<file path="config.mk">
export PLATFORM = sky130hd
export DESIGN_NAME = seg_scan_ctrl
export DESIGN_NICKNAME = d
export VERILOG_FILES = /design/src/rtl/seg_scan_ctrl.sv
export SDC_FILE = /design/constraint.sdc
export NUM_CORES = 1
export LEC_CHECK = 0
export CORE_MARGIN = 5
export CORE_UTILIZATION = 49
export DETAILED_ROUTE_END_ITERATION = 8
export MAX_ROUTING_LAYER = met4
export PLACE_DENSITY_LB_ADDON = 0.25
export SETUP_SLACK_MARGIN = 0.15
export SYNTH_ARGS = -nofsm -noshare
export SYNTH_HDL_FRONTEND = slang
export SYNTH_SLANG_ARGS = --single-unit
</file>
<file path="constraint.sdc">
create_clock -name clk -period 6.4 [get_ports clk]
set_input_delay 1.28 -clock clk [delete_from_list [all_inputs] [get_ports clk]]
set_output_delay 1.28 -clock clk [all_outputs]
set_load 0.02 [all_outputs]
</file>
<file path="src/rtl/seg_scan_ctrl.sv">
// seg_scan_ctrl: time-multiplexed N-digit 7-segment display scanner.
//
// Scans NUM_DIG digits. Each digit gets a slot of CLK_DIV clocks. The hex nibble
// of the selected digit is decoded to segments, with an optional decimal point.
// Digits can be masked, leading zeros can be suppressed, and digits can blink.
// The displayed data comes from a frame snapshot, so the digits of one frame never
// mix old and new data.
//
// Optional build macro: SEG_SCAN_GUARD_EN
//   When defined, DIG is held all-inactive for the first GUARD_CYC clocks of every
//   slot. This blanking interval keeps ghosting off the next digit. SEG already
//   carries the new pattern during this interval.
//   When undefined, DIG stays active for the whole slot and GUARD_CYC is ignored.
//
// Ports:
//   clk          system clock
//   rst          asynchronous reset, active low
//   en           scan enable; low = display dark, counters cleared, snapshot tracks inputs
//   digits       4*NUM_DIG nibbles, nibble k = digit k (k=0 rightmost)
//   dp_in        decimal point per digit, 1 = lit
//   dig_mask     1 = digit shown, 0 = blanked (its slot is still scanned)
//   blink_mask   1 = digit blinks
//   lz_suppress  1 = blank leading zeros (digit 0 always shown)
//   DIG          digit selects, one-hot active, polarity per DIG_ACTIVE_LOW
//   SEG          {dp,g,f,e,d,c,b,a}, polarity per SEG_ACTIVE_LOW
//   frame_tick   1-cycle pulse after the last slot of each frame

module seg_scan_ctrl #(
  parameter int NUM_DIG        = 8,
  parameter int CLK_DIV        = 16,
  parameter int BLINK_FRAMES   = 64,
  parameter int DIG_ACTIVE_LOW = 1,
  parameter int SEG_ACTIVE_LOW = 1,
  parameter int GUARD_CYC      = 1
) (
  input  logic                   clk,
  input  logic                   rst,
  input  logic                   en,
  input  logic [4*NUM_DIG-1:0]   digits,
  input  logic [NUM_DIG-1:0]     dp_in,
  input  logic [NUM_DIG-1:0]     dig_mask,
  input  logic [NUM_DIG-1:0]     blink_mask,
  input  logic                   lz_suppress,
  output logic [NUM_DIG-1:0]     DIG,
  output logic [7:0]             SEG,
  output logic                   frame_tick
);

  localparam int IW = $clog2(NUM_DIG);
  localparam int PW = $clog2(CLK_DIV);
  localparam int BW = (BLINK_FRAMES > 1) ? $clog2(BLINK_FRAMES) : 1;

  localparam logic [IW-1:0] IDX_LAST  = IW'(NUM_DIG - 1);
  localparam logic [PW-1:0] PCNT_LAST = PW'(CLK_DIV - 1);
  localparam logic [BW-1:0] BCNT_LAST = BW'(BLINK_FRAMES - 1);

  // XOR masks that turn the active-high internal patterns into pin levels.
  localparam logic [NUM_DIG-1:0] DIG_POL = (DIG_ACTIVE_LOW != 0) ? {NUM_DIG{1'b1}} : {NUM_DIG{1'b0}};
  localparam logic [7:0]         SEG_POL = (SEG_ACTIVE_LOW != 0) ? 8'hFF : 8'h00;

`ifdef SEG_SCAN_GUARD_EN
  localparam int GUARD_LEN = (GUARD_CYC < CLK_DIV) ? GUARD_CYC : CLK_DIV - 1;
`else
  localparam int GUARD_LEN = 0 * GUARD_CYC;
`endif

  logic [PW-1:0]        pcnt;
  logic [IW-1:0]        idx;
  logic [BW-1:0]        bcnt;
  logic                 blink_phase;
  logic [4*NUM_DIG-1:0] snap_dig;
  logic [NUM_DIG-1:0]   snap_dp;

  logic slot_tick;
  logic frame_end;

  assign slot_tick = (pcnt == PCNT_LAST);
  assign frame_end = slot_tick && (idx == IDX_LAST);

  // Scan counters, blink timebase and frame snapshot.
  always_ff @(posedge clk or negedge rst) begin
    if (!rst) begin
      pcnt        <= '0;
      idx         <= '0;
      bcnt        <= '0;
      blink_phase <= 1'b1;
      snap_dig    <= '0;
      snap_dp     <= '0;
      frame_tick  <= 1'b0;
    end else if (!en) begin
      pcnt        <= '0;
      idx         <= '0;
      bcnt        <= '0;
      blink_phase <= 1'b1;
      snap_dig    <= digits;
      snap_dp     <= dp_in;
      frame_tick  <= 1'b0;
    end else begin
      pcnt       <= slot_tick ? '0 : pcnt + 1'b1;
      frame_tick <= frame_end;
      if (slot_tick) begin
        idx <= (idx == IDX_LAST) ? '0 : idx + 1'b1;
      end
      if (frame_end) begin
        snap_dig <= digits;
        snap_dp  <= dp_in;
        if (bcnt == BCNT_LAST) begin
          bcnt        <= '0;
          blink_phase <= ~blink_phase;
        end else begin
          bcnt <= bcnt + 1'b1;
        end
      end
    end
  end

  function automatic logic [6:0] hex7(input logic [3:0] n);
    logic [6:0] s;
    case (n)
      4'h0:    s = 7'h3F;
      4'h1:    s = 7'h06;
      4'h2:    s = 7'h5B;
      4'h3:    s = 7'h4F;
      4'h4:    s = 7'h66;
      4'h5:    s = 7'h6D;
      4'h6:    s = 7'h7D;
      4'h7:    s = 7'h27;
      4'h8:    s = 7'h7F;
      4'h9:    s = 7'h67;
      4'hA:    s = 7'h77;
      4'hB:    s = 7'h7C;
      4'hC:    s = 7'h39;
      4'hD:    s = 7'h5E;
      4'hE:    s = 7'h79;
      default: s = 7'h71;
    endcase
    return s;
  endfunction

  // lz_vec[k] = snapshot nibbles k..NUM_DIG-1 are all zero.
  logic [NUM_DIG-1:0] lz_vec;
  logic               lz_run;

  always_comb begin
    lz_vec = '0;
    lz_run = 1'b1;
    for (int k = NUM_DIG - 1; k >= 0; k--) begin
      lz_run    = lz_run && (snap_dig[4*k +: 4] == 4'h0);
      lz_vec[k] = lz_run;
    end
  end

  logic                 guard;
  logic [3:0]           nib;
  logic                 lz_blank;
  logic                 hard_blank;
  logic [NUM_DIG-1:0]   dig_nxt;
  logic [7:0]           seg_nxt;

  assign guard = (GUARD_LEN > 0) ? (pcnt < PW'(GUARD_LEN)) : 1'b0;

  always_comb begin
    dig_nxt    = '0;
    seg_nxt    = '0;
    nib        = snap_dig[{idx, 2'b00} +: 4];
    lz_blank   = lz_suppress && lz_vec[idx] && (idx != '0);
    hard_blank = !dig_mask[idx] || (blink_mask[idx] && !blink_phase);

    if (!guard) begin
      dig_nxt[idx] = 1'b1;
    end

    seg_nxt = {snap_dp[idx], hex7(nib)};
    // A suppressed leading zero still shows its decimal point.
    if (lz_blank) begin
      seg_nxt[6:0] = 7'h00;
    end
    if (hard_blank) begin
      seg_nxt = 8'h00;
    end
  end

  // Pin registers: one clock behind idx, so the pins change only on a clock edge.
  always_ff @(posedge clk or negedge rst) begin
    if (!rst) begin
      DIG <= DIG_POL;
      SEG <= SEG_POL;
    end else if (!en) begin
      DIG <= DIG_POL;
      SEG <= SEG_POL;
    end else begin
      DIG <= dig_nxt ^ DIG_POL;
      SEG <= seg_nxt ^ SEG_POL;
    end
  end

endmodule
</file>
**Run 1: gate families picked out**

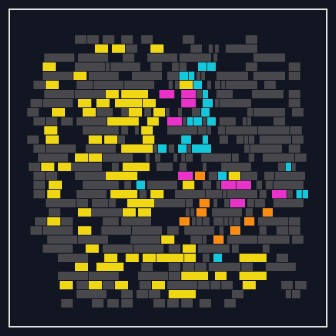
legend:
  magenta:
    family: adder and majority cells
    cells: 9
    where: center
  yellow:
    family: multiplexers
    cells: 64
  cyan:
    family: inverting AOI/OAI gates
    cells: 22
  orange:
    family: XOR/XNOR gates
    cells: 8

**Run 1: routed clock nets over the placement**

Scale bar: 20 microns.
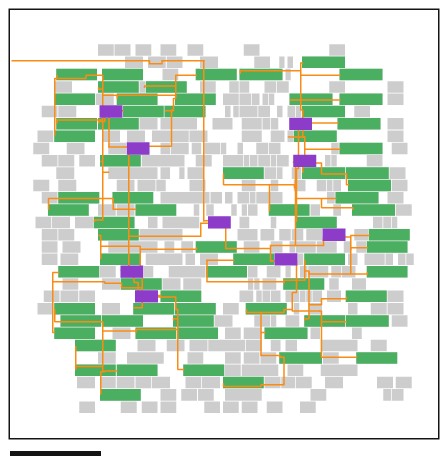
legend:
  orange:
    item: clock wires
    length: 880 microns
  green:
    item: flip-flops
    count: 71
  purple:
    item: clock drivers
    count: 9
flops lie: widely spread
routed clock nets: 10

==> results.txt, run 1 <==
Reports from this run.

- According to the finish report, the design has a final net count of slightly above 400.
- The kind of start point of the critical path is an input port.
- The cell group occupying the most layout area is flip-flops and latches.
- The depth of the worst register-to-register path is 6.
- For this configuration, the core starts out at a cell density of 0.509.
- The worst path in the final design needs a cycle of between 2 and 3 ns, including I/O delays and setup.
- In this run the critical path is formed by clkdlybuf4s50_1, nand2_1, buf_4, mux2_2.
- According to the cell report, the number of logic gates is around 180.
- The placeable core area reads 6870 sq um.
- The area reported by Yosys stat is between 3000 and 4000 sq um.
- The worst-case IR drop observed on VDD is 0.000154 V.
- Post-synth the commonest register cell is sky130_fd_sc_hd__dfrtp_1.
- The number of placement rows is 30.
- The detailed-router iteration count before antenna repair is 4.
- The met1 track demand over resource is 0.246.
- The flow ran to the end, and the final reports show no timing, DRC or antenna violations.
- The category of cells accounting for the largest share of critical-path delay reads buffers and inverters.
- The pin slew with the least headroom to its limit reads 0.922 ns.
- After routing the design area is roughly 4500 sq um.
- The report lists the power per cell area as 228 nW/um^2.
- Per the GRT log, the top usage layer is met2.
- Per the timing report, the most critical flop-to-flop path originates at idx[0].
- The clock tree from TritonCTS reads done.
- The internal power of the cells totals between 0.7 and 0.8 mW.
- Once iteration 0 of detailed routing completed, the report listed ~95 DRC markers.
- According to the I/O placement log, the pin count is 77.
- The cell with the largest stage delay on the worst path reads sky130_fd_sc_hd__clkdlybuf4s50_1.
- Looking at area per cell type in the netlist, the leader is sky130_fd_sc_hd__dfrtp_1.
- The multi-input combinational cells in the finished layout cover a total of around 1600 sq um.
- The combinational logic power reads between 0.1 and 0.15 mW.
- The final power report lists total power as a little over 1 mW.
- The synthesized-area fraction occupied by and/or/nand/nor cells is 0.107.
- The worst max-slew margin expressed relative to the limit is 0.385.
- Yosys stat counts between 200 and 300 cells in the synthesized netlist.
- By count the netlist is led by 54 x sky130_fd_sc_hd__dfrtp_1, 41 x sky130_fd_sc_hd__mux2_2, 22 x sky130_fd_sc_hd__nand2_1.
- The number of sequential cells reads slightly above 70.
- Of the total power, the clock network draws 0.373.
- The net switching fraction of the power reads 0.240.
- After clock tree synthesis, the flow added hold-fix buffers numbering 0.
**Run 1: the clock network**

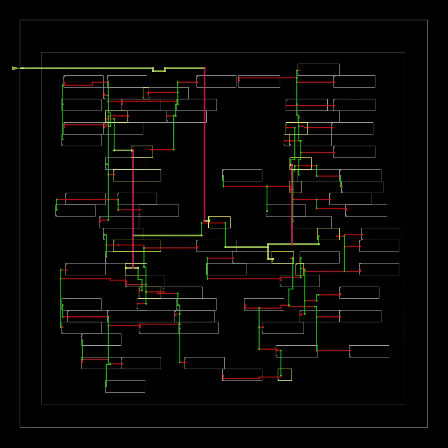
number of clock sinks: 71
clock buf count: 10
number of buffers created by CTS: 9
total clock network power: 0.386 mW

**Run 1: register map, names as in the netlist**

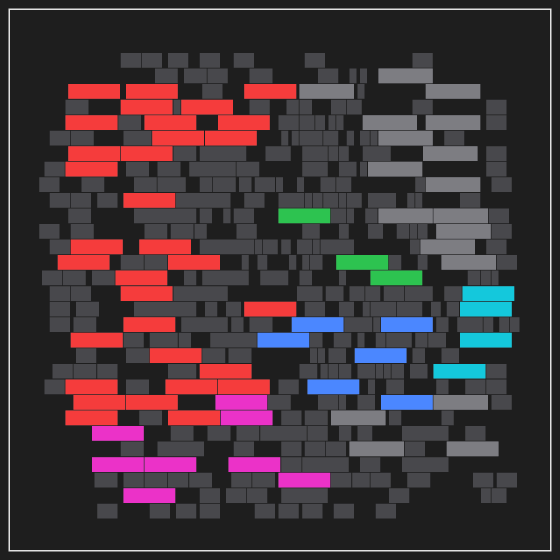

==> inputs of run 2 (changes only) <==
--- a/config.mk
+++ b/config.mk
@@ -6,7 +6,7 @@
 export NUM_CORES = 1
 export LEC_CHECK = 0
 export CORE_MARGIN = 5
-export CORE_UTILIZATION = 49
+export CORE_UTILIZATION = 46
 export DETAILED_ROUTE_END_ITERATION = 8
 export MAX_ROUTING_LAYER = met4
 export PLACE_DENSITY_LB_ADDON = 0.25
==> constraint.sdc (replaced) <==
create_clock -name clk -period 2.6 [get_ports clk]
set_input_delay 0.52 -clock clk [delete_from_list [all_inputs] [get_ports clk]]
set_output_delay 0.52 -clock clk [all_outputs]
set_load 0.02 [all_outputs]
**Run 2: register map, names as in the netlist**

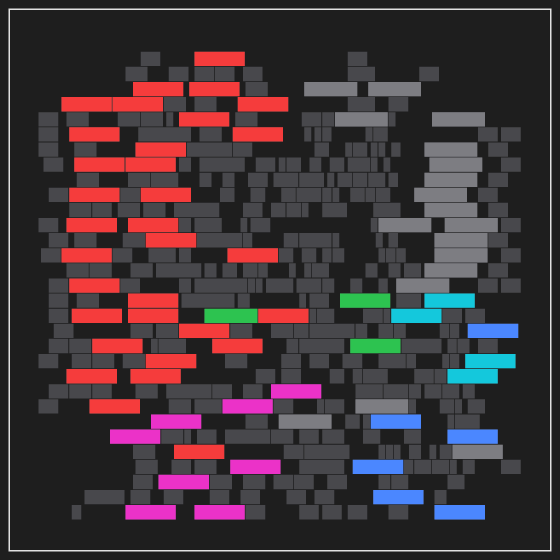
legend:
  blue:
    signal: bcnt
    flops: 6
    where: lower right
  cyan:
    signal: pcnt
    flops: 4
    where: middle right
  red:
    signal: snap_dig
    flops: 32
  magenta:
    signal: snap_dp
    flops: 8
  green:
    signal: idx
    flops: 3
not colored: 18

==> run 2 against run 1 <==
Effect of this change: final cell count up 2.7%; design area up 1.2%; via count up 2.5%; synthesized cell count unchanged; sequential share of layout area down 0.46 points; largest cell class unchanged; critical path type is now reg2reg; sequential cell count unchanged.
==> results.txt, run 2 <==
Reports from this run.

- The wire length on met1 is around 3400 microns.
- The maximum ir drop on the vdd rail reads 0.000260 V (+68%).
- The kind of start point of the critical path is a register.
- The number of placement rows is 31 (+3.3%).
- The clock share of power is 0.325 (-0.048).
- The number of hold-repair buffers added at the cts stage is 0 (unchanged).
- The total power divided by cell area is 522 nW/um^2 (+130%).
- The cell group occupying the most layout area is flip-flops and latches.
- The power consumption came to 2.40 mW (+130%).
- The category of cells accounting for the largest share of critical-path delay is multiplexers.
- The startpoint identified for the worst register-to-register timing path is idx[1].
- The detailed-router iteration count before antenna repair reads 4 (unchanged).
- The number of violations reported at the end of detailed-routing iteration 0 is 82 (-14%).
- For flop-to-flop paths, the worst setup slack is ~0.26 ns.
- The clock period minus final worst setup slack is 2.34 ns.
- The power consumed by the clock network is 0.779 mW (+100%).
- For reference, the top cells by count after synthesis are 54 x sky130_fd_sc_hd__dfrtp_1, 41 x sky130_fd_sc_hd__mux2_2, 22 x sky130_fd_sc_hd__nand2_1.
- The area taken by multi-input logic gates is 1610 sq um (unchanged).
- The global router reports that the layer with the highest usage is met2.
- The met1 track demand over resource was 0.217 (-0.0286).
- The area reported by Yosys stat is 3500 sq um (unchanged).
- The internal power contribution came to 1.82 mW (+130%).
- The most instantiated flip-flop cell in the synthesis netlist is sky130_fd_sc_hd__dfrtp_1.
- The cell count in the Yosys report is 267 (unchanged).
- The pin slew with the least headroom to its limit is 0.592 ns (-0.330 ns).
- The number of clock buffer instances in the layout reads 15 (+5).
- The multi-input combinational cell count reads 176 (unchanged).
- The synthesized-area fraction occupied by and/or/nand/nor cells was 0.107 (unchanged).
- TritonCTS built the clock tree.
- The placeable core area is 7330 sq um (+6.7%).
- Sorting the Yosys area breakdown by cell type puts at the top sky130_fd_sc_hd__dfrtp_1.
- The number of clock sinks reads 71 (unchanged).
- The run finished with clean final reports.
- The worst max-slew margin expressed relative to the limit is 0.605 (+0.220).
- The core utilization before placement reads 0.477 (-0.0321).
- Per STA, the worst path is made up of buf_4, mux4_2, mux2_2, o211ai_1, a41oi_2, buf_4, o211ai_1.
- The final standard cell area without fillers is 4590 sq um (+1.2%).
- The cell with the largest stage delay on the worst path reads sky130_fd_sc_hd__dfrtp_1.
- The net switching fraction of the power reads 0.243 (+0.00300).
- The depth of the worst register-to-register path is 7 (+1).
**Run 2: gate families picked out**

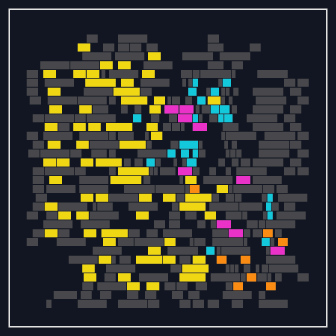
legend:
  yellow:
    family: multiplexers
    cells: 64
  cyan:
    family: inverting AOI/OAI gates
    cells: 22
  orange:
    family: XOR/XNOR gates
    cells: 8
    where: lower right
  magenta:
    family: adder and majority cells
    cells: 9
    where: center

**Run 2: the clock network**

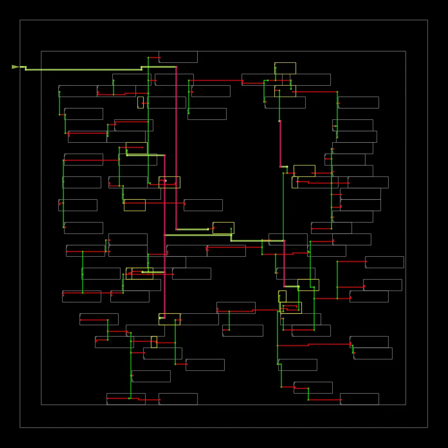

==> inputs of run 3 (changes only) <==
--- a/config.mk
+++ b/config.mk
@@ -8,7 +8,6 @@
 export CORE_MARGIN = 5
 export CORE_UTILIZATION = 46
 export DETAILED_ROUTE_END_ITERATION = 8
-export MAX_ROUTING_LAYER = met4
 export PLACE_DENSITY_LB_ADDON = 0.25
 export SETUP_SLACK_MARGIN = 0.15
 export SYNTH_ARGS = -nofsm -noshare
**Run 3: the clock network**

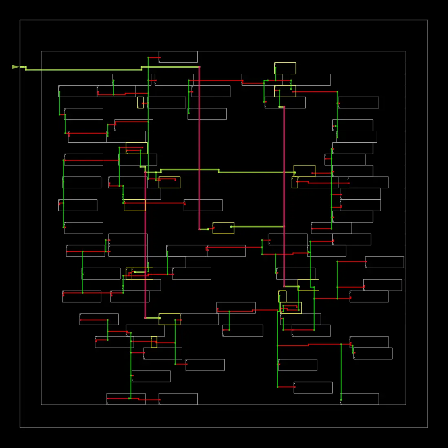
number of sequential cells: 71
total clock network power: 0.781 mW
insertion delay to the later sink of the worst-skew pair: 0.34 ns
clock buf count: 15
worst-case clock skew: 0.0132 ns

==> run 3 against run 2 <==
Effect of this change: area after synthesis stayed put; largest cell class unchanged; sequential power hardly changed; design area stayed put; first-iteration DRC count is 2.4% higher; largest power group unchanged; critical endpoint unchanged; register-to-register slack hardly changed; power is 0.10% higher; synthesized cell count stayed put.
==> results.txt, run 3 <==
Reports from this run.

- The run finished with clean final reports.
- The cell sequence reported for the critical path is buf_4, mux4_2, mux2_2, o211ai_1, a41oi_2, buf_4, o211ai_1.
- The number of placement rows reads 31 (unchanged).
- The maximum buffer depth of the clock tree reads 2.
- The number of setup buffers added after CTS reads 0.
- The leakage power of the design is 1.85 nW.
- The area reported by Yosys stat came to 3500 sq um (unchanged).
- The core utilization before placement reads 0.477 (unchanged).
- The number of hold-repair buffers added at the cts stage reads 0 (unchanged).
- The met1 track demand over resource reads 0.214 (-0.00279).
- The endpoint kind of the worst setup timing path is a register.
- The most instantiated flip-flop cell in the synthesis netlist is sky130_fd_sc_hd__dfrtp_1.
- The final standard cell area without fillers is 4590 sq um (unchanged).
- The y dimension of the die reads 97.2 microns.
- The library cell with the largest summed area after synthesis is sky130_fd_sc_hd__dfrtp_1.
- The net switching fraction of the power is 0.243 (+0.000806).
- The multi-input combinational cell count reads 176 (unchanged).
- The number of clock sinks is 71 (unchanged).
- The internal power contribution is 1.82 mW (about the same).
- In the global route stage, met2 resource usage came out at 0.277.
- The depth of the worst register-to-register path was 7 (unchanged).
- The timing report attributes the biggest portion of critical-path delay to multiplexers.
- STA classifies the critical path startpoint as a register.
- The setup slack of the most critical reg-to-reg path is 0.28 ns (about the same).
- The cell group occupying the most layout area reads flip-flops and latches.
- The via count of the first global-routing pass reads approximately 2600.
- The worst max-slew margin expressed relative to the limit reads 0.602 (-0.00298).
- The clock period minus final worst setup slack reads 2.32 ns (-0.0125 ns).
- The post-synthesis xor/xnor area fraction is 0.0200.
- TritonCTS built the clock tree.
- The portion of the layout cell area used by non-clock buffers reads 0.190.
- The final HPWL from detailed placement reads ~5600 microns.
- STA lists the startpoint of the worst register-to-register path as idx[1].
- Per the OpenROAD timing report, the critical path contains 7 cells.
- The total power divided by cell area is 523 nW/um^2 (+0.10%).
- The number of violations reported at the end of detailed-routing iteration 0 is 84 (+2.4%).
- The worst stage delay on the critical path reads 0.65 ns.
- Counting instances in the post-synthesis netlist gives the leading cell types as 54 x sky130_fd_sc_hd__dfrtp_1, 41 x sky130_fd_sc_hd__mux2_2, 22 x sky130_fd_sc_hd__nand2_1.
- The highest-utilization routing layer at the global route stage is met2.
- The cell count in the Yosys report is 267 (unchanged).
- The wire length on met1 reads 3360 microns (-1.8%).
- The area taken by multi-input logic gates is 1610 sq um (unchanged).
- The power consumption is 2.40 mW (+0.10%).
- The timing report shows that the slowest cell on the worst path is sky130_fd_sc_hd__dfrtp_1.
- The detailed-router iteration count before antenna repair reads 4 (unchanged).
- The maximum ir drop on the vdd rail is 0.000260 V (+0.12%).
- The synthesized-area fraction occupied by and/or/nand/nor cells is 0.107 (unchanged).
- The pin slew with the least headroom to its limit came to 0.597 ns (+0.00446 ns).
**Run 3: placed cells, one color a class**

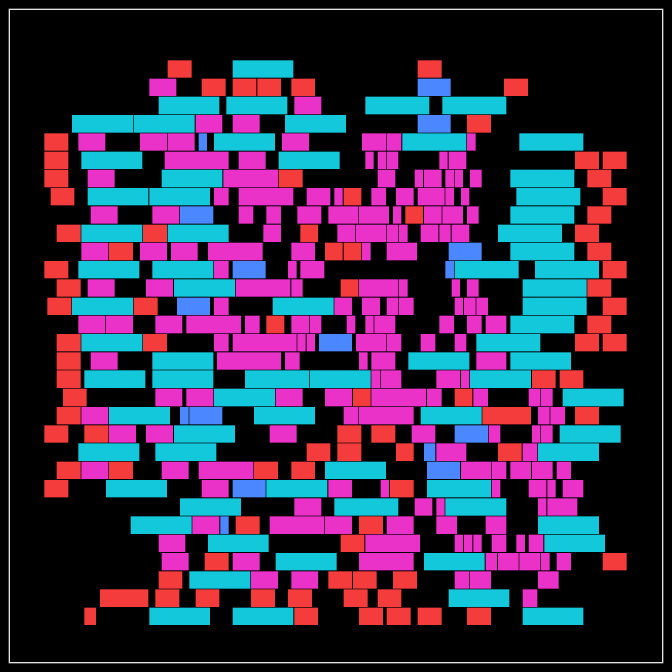
legend:
  red:
    class: other buffers and delay cells
    cells: 88
    share_of_their_area: 19%
  cyan:
    class: flops
    cells: 71
    share_of_their_area: 40%
  blue:
    class: clock drivers and dummy loads
    cells: 16
    share_of_their_area: 3.8%
  magenta:
    class: combinational and other logic
    cells: 182
    share_of_their_area: 36%

Power and IR drop assume default switching activity.
